===== src/rtl/rename_regfile_pkg.sv =====
//==============================================================================
// rename_regfile_pkg - shared rename constants and entry type.  rev 1.0
//==============================================================================
`default_nettype none

package rename_regfile_pkg;

  localparam int ZERO_ROB    = 0;
  localparam int ZERO_REG    = 0;
  localparam int ENTRY_TAG_W = 4;

  typedef struct packed {
    logic [ENTRY_TAG_W-1:0] tag;
    logic                   busy;
  } rename_entry_t;

endpackage

`default_nettype wire


===== src/rtl/rename_regfile_ckpt_fifo_ctrl.sv =====
//==============================================================================
// ckpt_fifo_ctrl - head/tail/count pointers for the rename checkpoint FIFO.  rev 1.0
//==============================================================================
`default_nettype none

module ckpt_fifo_ctrl #(
  parameter int NUM_CKPT = 4,
  parameter int CKPT_W   = $clog2(NUM_CKPT)
) (
  input  logic              clk,
  input  logic              rst,
  input  logic              ena,
  input  logic              flush,
  input  logic              take,
  input  logic              rel,
  input  logic              restore,
  input  logic [CKPT_W-1:0] restore_id,
  output logic              take_fire,
  output logic [CKPT_W-1:0] head,
  output logic [CKPT_W-1:0] tail,
  output logic [CKPT_W:0]   count,
  output logic              full
);

  localparam logic [CKPT_W:0]   CNT_ONE = 1;
  localparam logic [CKPT_W-1:0] PTR_ONE = 1;
  localparam logic [CKPT_W:0]   CNT_MAX = NUM_CKPT;

  logic              rel_fire;
  logic              restore_fire;
  logic [CKPT_W-1:0] restore_off;
  logic [CKPT_W:0]   restore_count;

  assign full          = (count == CNT_MAX);
  assign rel_fire      = ena && rel && (count != '0);
  assign restore_fire  = ena && restore;
  // A full FIFO still accepts a take when the oldest slot is freed this cycle.
  assign take_fire     = ena && take && !restore && !flush && (!full || rel_fire);
  assign restore_off   = restore_id - head;
  assign restore_count = {1'b0, restore_off} + CNT_ONE;

  always_ff @(posedge clk) begin
    if (rst || flush) begin
      head  <= '0;
      tail  <= '0;
      count <= '0;
    end else if (restore_fire) begin
      tail  <= restore_id + PTR_ONE;
      count <= restore_count;
    end else begin
      if (take_fire) tail <= tail + PTR_ONE;
      if (rel_fire)  head <= head + PTR_ONE;
      if (take_fire && !rel_fire)      count <= count + CNT_ONE;
      else if (rel_fire && !take_fire) count <= count - CNT_ONE;
    end
  end

  a_release_nonempty : assert property (@(posedge clk) disable iff (rst)
    (ena && rel && !flush && !restore) |-> (count != '0));

  a_restore_valid : assert property (@(posedge clk) disable iff (rst)
    (ena && restore && !flush) |-> ({1'b0, restore_off} < count));

endmodule

`default_nettype wire


===== src/rtl/rename_regfile.sv =====
//==============================================================================
// rename_regfile - register file with ROB-tag rename table and checkpoints.  rev 1.0
//==============================================================================
`default_nettype none

module rename_regfile
  import rename_regfile_pkg::*;
#(
  parameter int REG_NUM  = 32,
  parameter int DATA_W   = 32,
  parameter int ROB_W    = 4,
  parameter int NUM_READ = 2,
  parameter int NUM_CKPT = 4,
  parameter int REG_W    = $clog2(REG_NUM),
  parameter int CKPT_W   = $clog2(NUM_CKPT)
) (
  input  logic                         clk,
  input  logic                         rst,
  input  logic                         ena,
  input  logic [NUM_READ*REG_W-1:0]    rd_idx,
  output logic [NUM_READ*DATA_W-1:0]   rd_value,
  output logic [NUM_READ*ROB_W-1:0]    rd_tag,
  output logic [NUM_READ-1:0]          rd_busy,
  input  logic                         in_assign_ena,
  input  logic [REG_W-1:0]             in_assign_reg,
  input  logic [ROB_W-1:0]             in_assign_tag,
  input  logic                         in_commit_ena,
  input  logic [REG_W-1:0]             in_commit_reg,
  input  logic [ROB_W-1:0]             in_commit_tag,
  input  logic [DATA_W-1:0]            in_commit_value,
  input  logic                         in_ckpt_take,
  output logic [CKPT_W-1:0]            out_ckpt_id,
  output logic                         out_ckpt_full,
  input  logic                         in_ckpt_release,
  input  logic                         in_ckpt_restore,
  input  logic [CKPT_W-1:0]            in_ckpt_restore_id,
  input  logic                         in_flush
);

  localparam logic [ROB_W-1:0] TAG_NONE = ROB_W'(ZERO_ROB);
  localparam logic [REG_W-1:0] REG_ZERO = REG_W'(ZERO_REG);

  logic [DATA_W-1:0]  datas       [REG_NUM];
  logic [ROB_W-1:0]   tags        [REG_NUM];
  logic [REG_NUM-1:0] busy;
  logic [ROB_W-1:0]   snap_tag    [NUM_CKPT][REG_NUM];
  logic [REG_NUM-1:0] snap_busy   [NUM_CKPT];

  logic [ROB_W-1:0]   live_tag_n  [REG_NUM];
  logic [REG_NUM-1:0] live_busy_n;
  logic [ROB_W-1:0]   snap_tag_n  [NUM_CKPT][REG_NUM];
  logic [REG_NUM-1:0] snap_busy_n [NUM_CKPT];

  logic               commit_ok;
  logic               take_fire;
  logic [CKPT_W-1:0]  head;
  logic [CKPT_W-1:0]  tail;
  logic [CKPT_W:0]    count;

  ckpt_fifo_ctrl #(
    .NUM_CKPT (NUM_CKPT),
    .CKPT_W   (CKPT_W)
  ) u_ckpt (
    .clk        (clk),
    .rst        (rst),
    .ena        (ena),
    .flush      (in_flush),
    .take       (in_ckpt_take),
    .rel        (in_ckpt_release),
    .restore    (in_ckpt_restore),
    .restore_id (in_ckpt_restore_id),
    .take_fire  (take_fire),
    .head       (head),
    .tail       (tail),
    .count      (count),
    .full       (out_ckpt_full)
  );

  assign out_ckpt_id = tail;
  assign commit_ok   = in_commit_ena && (in_commit_reg != REG_ZERO);

  // Assign is applied after the commit clear so it wins on the same register.
  always_comb begin
    live_busy_n = busy;
    for (int r = 0; r < REG_NUM; r++) begin
      live_tag_n[r] = tags[r];
      if (commit_ok && in_commit_reg == REG_W'(r) && tags[r] == in_commit_tag) begin
        live_tag_n[r]  = TAG_NONE;
        live_busy_n[r] = 1'b0;
      end
      if (in_assign_ena && r != 0 && in_assign_reg == REG_W'(r)) begin
        live_tag_n[r]  = in_assign_tag;
        live_busy_n[r] = 1'b1;
      end
    end
  end

  always_comb begin
    for (int c = 0; c < NUM_CKPT; c++) begin
      snap_busy_n[c] = snap_busy[c];
      for (int r = 0; r < REG_NUM; r++) begin
        snap_tag_n[c][r] = snap_tag[c][r];
        if (commit_ok && in_commit_reg == REG_W'(r) && snap_tag[c][r] == in_commit_tag) begin
          snap_tag_n[c][r]  = TAG_NONE;
          snap_busy_n[c][r] = 1'b0;
        end
      end
    end
  end

  always_ff @(posedge clk) begin
    if (rst) begin
      busy <= '0;
      for (int r = 0; r < REG_NUM; r++) begin
        datas[r] <= '0;
        tags[r]  <= '0;
      end
      for (int c = 0; c < NUM_CKPT; c++) begin
        snap_busy[c] <= '0;
        for (int r = 0; r < REG_NUM; r++) snap_tag[c][r] <= '0;
      end
    end else if (in_flush) begin
      busy <= '0;
      for (int r = 0; r < REG_NUM; r++) tags[r] <= '0;
    end else if (ena) begin
      if (commit_ok) datas[in_commit_reg] <= in_commit_value;
      for (int c = 0; c < NUM_CKPT; c++) begin
        snap_busy[c] <= snap_busy_n[c];
        for (int r = 0; r < REG_NUM; r++) snap_tag[c][r] <= snap_tag_n[c][r];
      end
      if (in_ckpt_restore) begin
        busy <= snap_busy_n[in_ckpt_restore_id];
        for (int r = 0; r < REG_NUM; r++) tags[r] <= snap_tag_n[in_ckpt_restore_id][r];
      end else begin
        busy <= live_busy_n;
        for (int r = 0; r < REG_NUM; r++) tags[r] <= live_tag_n[r];
        if (take_fire) begin
          snap_busy[tail] <= live_busy_n;
          for (int r = 0; r < REG_NUM; r++) snap_tag[tail][r] <= live_tag_n[r];
        end
      end
    end
  end

  for (genvar i = 0; i < NUM_READ; i++) begin : g_read
    logic [REG_W-1:0] idx;
    logic             hit;
    assign idx = rd_idx[i*REG_W +: REG_W];
    assign hit = in_commit_ena && (idx == in_commit_reg) && (tags[idx] == in_commit_tag)
                 && (idx != REG_ZERO);
    assign rd_value[i*DATA_W +: DATA_W] = hit ? in_commit_value : datas[idx];
    assign rd_tag[i*ROB_W +: ROB_W]     = hit ? TAG_NONE : tags[idx];
    assign rd_busy[i]                   = hit ? 1'b0 : busy[idx];
  end

endmodule

`default_nettype wire


===== config.mk =====
export PLATFORM = sky130hd
export DESIGN_NAME = rename_regfile
export DESIGN_NICKNAME = d
export VERILOG_FILES = /design/src/rtl/rename_regfile_pkg.sv /design/src/rtl/rename_regfile_ckpt_fifo_ctrl.sv /design/src/rtl/rename_regfile.sv
export SDC_FILE = /design/constraint.sdc
export NUM_CORES = 2
export LEC_CHECK = 0
export CELL_PAD_IN_SITES_DETAIL_PLACEMENT = 1
export CELL_PAD_IN_SITES_GLOBAL_PLACEMENT = 2
export CORE_ASPECT_RATIO = 0.9
export CORE_UTILIZATION = 49
export CTS_CLUSTER_DIAMETER = 80
export DETAILED_ROUTE_END_ITERATION = 16
export GPL_ROUTABILITY_DRIVEN = 0
export PLACE_DENSITY = 0.95
export REMOVE_ABC_BUFFERS = 1
export SLEW_MARGIN = 10
export SYNTH_ARGS = -nofsm -noshare
export SYNTH_HDL_FRONTEND = slang
export SYNTH_HIERARCHICAL = 1
export SYNTH_SLANG_ARGS = --single-unit

===== constraint.sdc =====
create_clock -name clk -period 10.69 [get_ports clk]
set_input_delay 3.207 -clock clk [delete_from_list [all_inputs] [get_ports clk]]
set_output_delay 3.207 -clock clk [all_outputs]
set_load 0.05 [all_outputs]

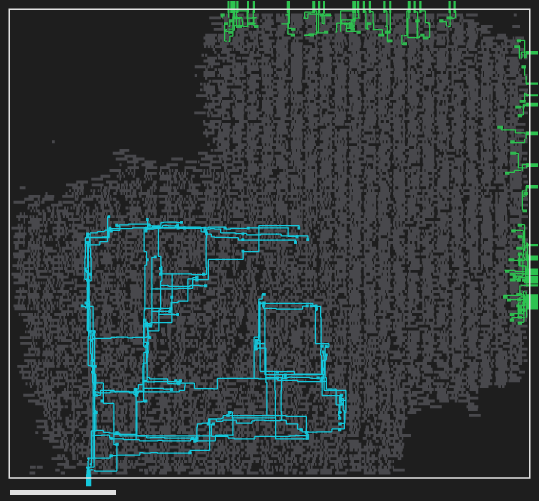
**Above:** port wiring.
The bar under the picture is 100 µm long.
legend:
  rd_value:
    colour: green
    bits: 64
    direction: output
    edge: 36 right, 28 top
    end_cells: 64
    buffers: 64
    wire: 1740 µm
  in_assign_tag:
    colour: cyan
    bits: 4
    direction: input
    edge: bottom
    end_cells: 124
    buffers: 8
    wire: 5590 µm
count of input and output buffers: 147
I/O pin cnt: 148

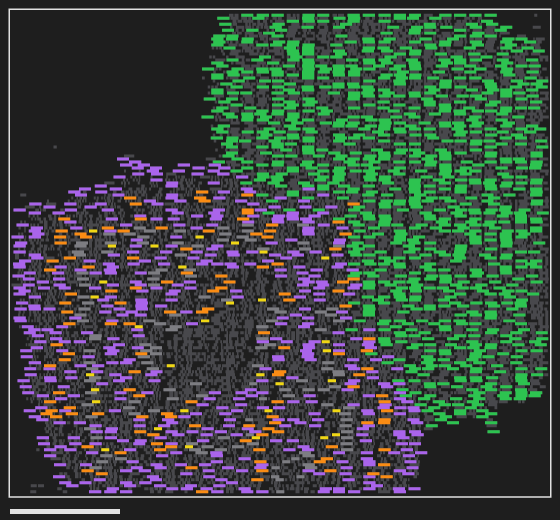
**Above:** register map, names as in the netlist.
The bar under the picture is 100 µm long. Other sequential cells in the stronger grey, the rest of the logic in the fainter grey.
legend:
  busy:
    colour: yellow
    sequential_cells: 32
  snap_tag:
    colour: purple
    sequential_cells: 512
  datas:
    colour: green
    sequential_cells: 1024
  snap_busy:
    colour: orange
    sequential_cells: 128
not coloured: 135

==> results.py <==
# Flow results
metrics = {
    "power": {
        "p_int_mw": 13.5,
        "ir_worst_vdd_uv": 187,
        "p_leak_nw": 41.8,
        "p_seq_share_pct": 46.2,
    },
    "final_layout": {
        "seq_area_um2": 54600,
        "sh_seq_area_pct": 47.1,
        "logic_gates": 5415,
        "nonClkBufAreaFrac_pct": 2.38,
        "antenna_cells": 49,
        "buffers": 294,
        "clock_buffers": 235,
    },
    "placement": {
        "hpwl_um": 240000,
    },
    "synthesis": {
        "yosys_warnings": 6,
        "synth.most_common_cell": "edfxtp_1",
        "postSynthCellCount": 8012,
        "top_cells_by_area": "edfxtp_1 (51%), mux4_2 (15%), and3_1 (4.5%)",
        "synthFlopType": "edfxtp_1",
        "ys_cells": 8012,
    },
    "worst_hold_path": {
        "min_path_cells": 2,
    },
    "routing": {
        "initialDrtViolationCount": 14900,
        "wirelength_um": 428000,
    },
    "setup_path": {
        "cp_top_family": "multiplexers",
        "slowest_stage": "mux4_2",
        "worstSetupPathType": "in2out",
        "timing.critical_path.buf_inv": 3,
        "cp-endpoint": "rd_value[10]",
        "required_ns": 7.48,
        "cp.depth": 10,
        "endpoint_kind": "primary output",
        "worstRegToRegCells": 9,
        "crit_start": "rd_idx[1]",
        "r2r_setup_slack_ns": 6.13,
        "cpPeakStageDelay_ns": 0.58,
    },
    "floorplanning": {
        "fp_util_pct": 49.5,
        "dieArea_um2": 216000,
        "die_h_um": 441,
        "core_area_um2": 212000,
    },
    "timing": {
        "rsz0062_at_grt": "false",
        "worst_pin_slew_ns": 1.44,
        "finalHoldViolCount": 0,
        "clock_skew_ns": 0.0729,
    },
    "grt": {
        "grt_max_degree": 198,
        "grt.overflow.total": 0,
        "grt_pass1_wl_um": 609000,
    },
    "clock_tree": {
        "cts-root-buf": "clkbuf_16",
        "cts_hold_buf": 0,
        "cts_tree": "done",
        "ctsResizeCount": 0,
    },
    "outcome": {
        "status": "finished clean",
    },
}
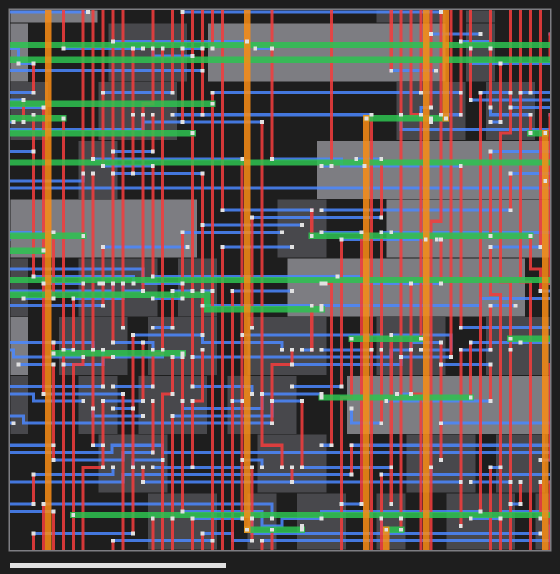
**Above:** close-up of the layout.
The bar under the picture is 10 µm long. Window x 110 to 135, y 98 to 123 µm. Cells in grey, sequential cells in the stronger grey; small squares are vias.
legend:
  M3:
    colour: green
  M1:
    colour: blue
  M2:
    colour: red
  M4:
    colour: orange
netlist names of flops here include: snap_tag (3), tags (2)
sequential cells in the window: 6
cells with their middle in the window: 33
most frequent: a22o_1 (6), edfxtp_1 (6), a221oi_1 (4)

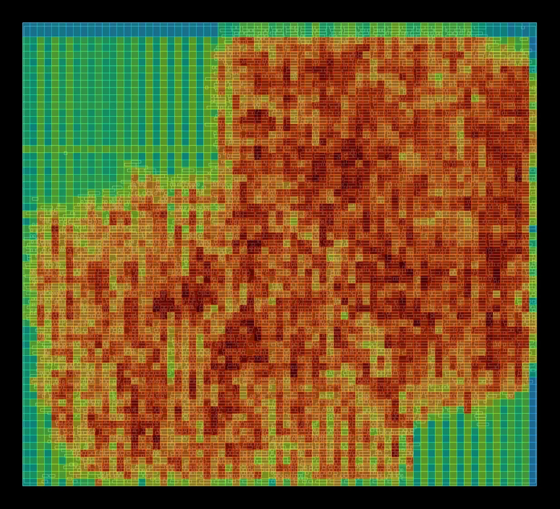
**Above:** congestion heat map.
met3 Use GR: 12.4%
WL per Instance: 39.6 µm
GR Util All Layers: 38.8%

==> flip-flops by register name, summed over array words and instances, names as in the netlist <==
signal        cells
datas          1024
snap_tag        512
snap_busy       128
tags            128
busy             32
u_ckpt/count      3
u_ckpt/head       2
u_ckpt/tail       2
==> cell families (layout without fill, tap and decap cells) <==
| family | count (synthesis) | after routing | synth area share, % |
|---|---|---|---|
| and+or+nand+nor | 2196 | 2196 | 11.0 |
| DFF | 1831 | 1831 | 51.9 |
| AOI/OAI and AO/OA | 1640 | 1640 | 11.4 |
| muxes | 906 | 906 | 17.2 |
| buffers and inverters | 797 | 681 | 3.06 |
| xor gates and xnor gates | 638 | 638 | 5.33 |
| adders and majority gates | 3 | 3 | 0.0429 |
| other | 1 | 81 | 0.00357 |
==> routing by layer <==
metal / up-vias / wire length [µm] / track usage, % / part of all wire [%]
met3: 2018 / 64300 / 12.4 / 15
met5: - / 171 / 0.152 / 0.040
li1: 31400 / - / - / -
met4: 18 / 33200 / 26.9 / 7.7
met1: 41800 / 141000 / 47.5 / 33
met2: 7974 / 190000 / 58.6 / 44
==> per-stage QoR <==
step	cell area [µm²]	hold WS, ns	cells
2_1_floorplan	102000	0.469	7273
3_3_place_gp	109000	0.538	10400
3_5_place_dp	109000	0.551	10400
4_1_cts	116000	0.565	10800
5_1_grt	116000	0.583	10800
6_report	116000	0.570	10800
==> power groups by stage <==
stage | Combinational [mW] | Sequential, mW | Clock [mW]
final | 2.67 | 8.66 | 7.43
after global routing | 2.72 | 8.68 | 7.61
after CTS | 2.58 | 8.64 | 7.38
after detailed placement | 2.54 | 8.76 | 0
after global placement | 2.46 | 8.70 | 0
after floorplan | 1.49 | 8.63 | 0
Power and IR drop assume default switching activity.
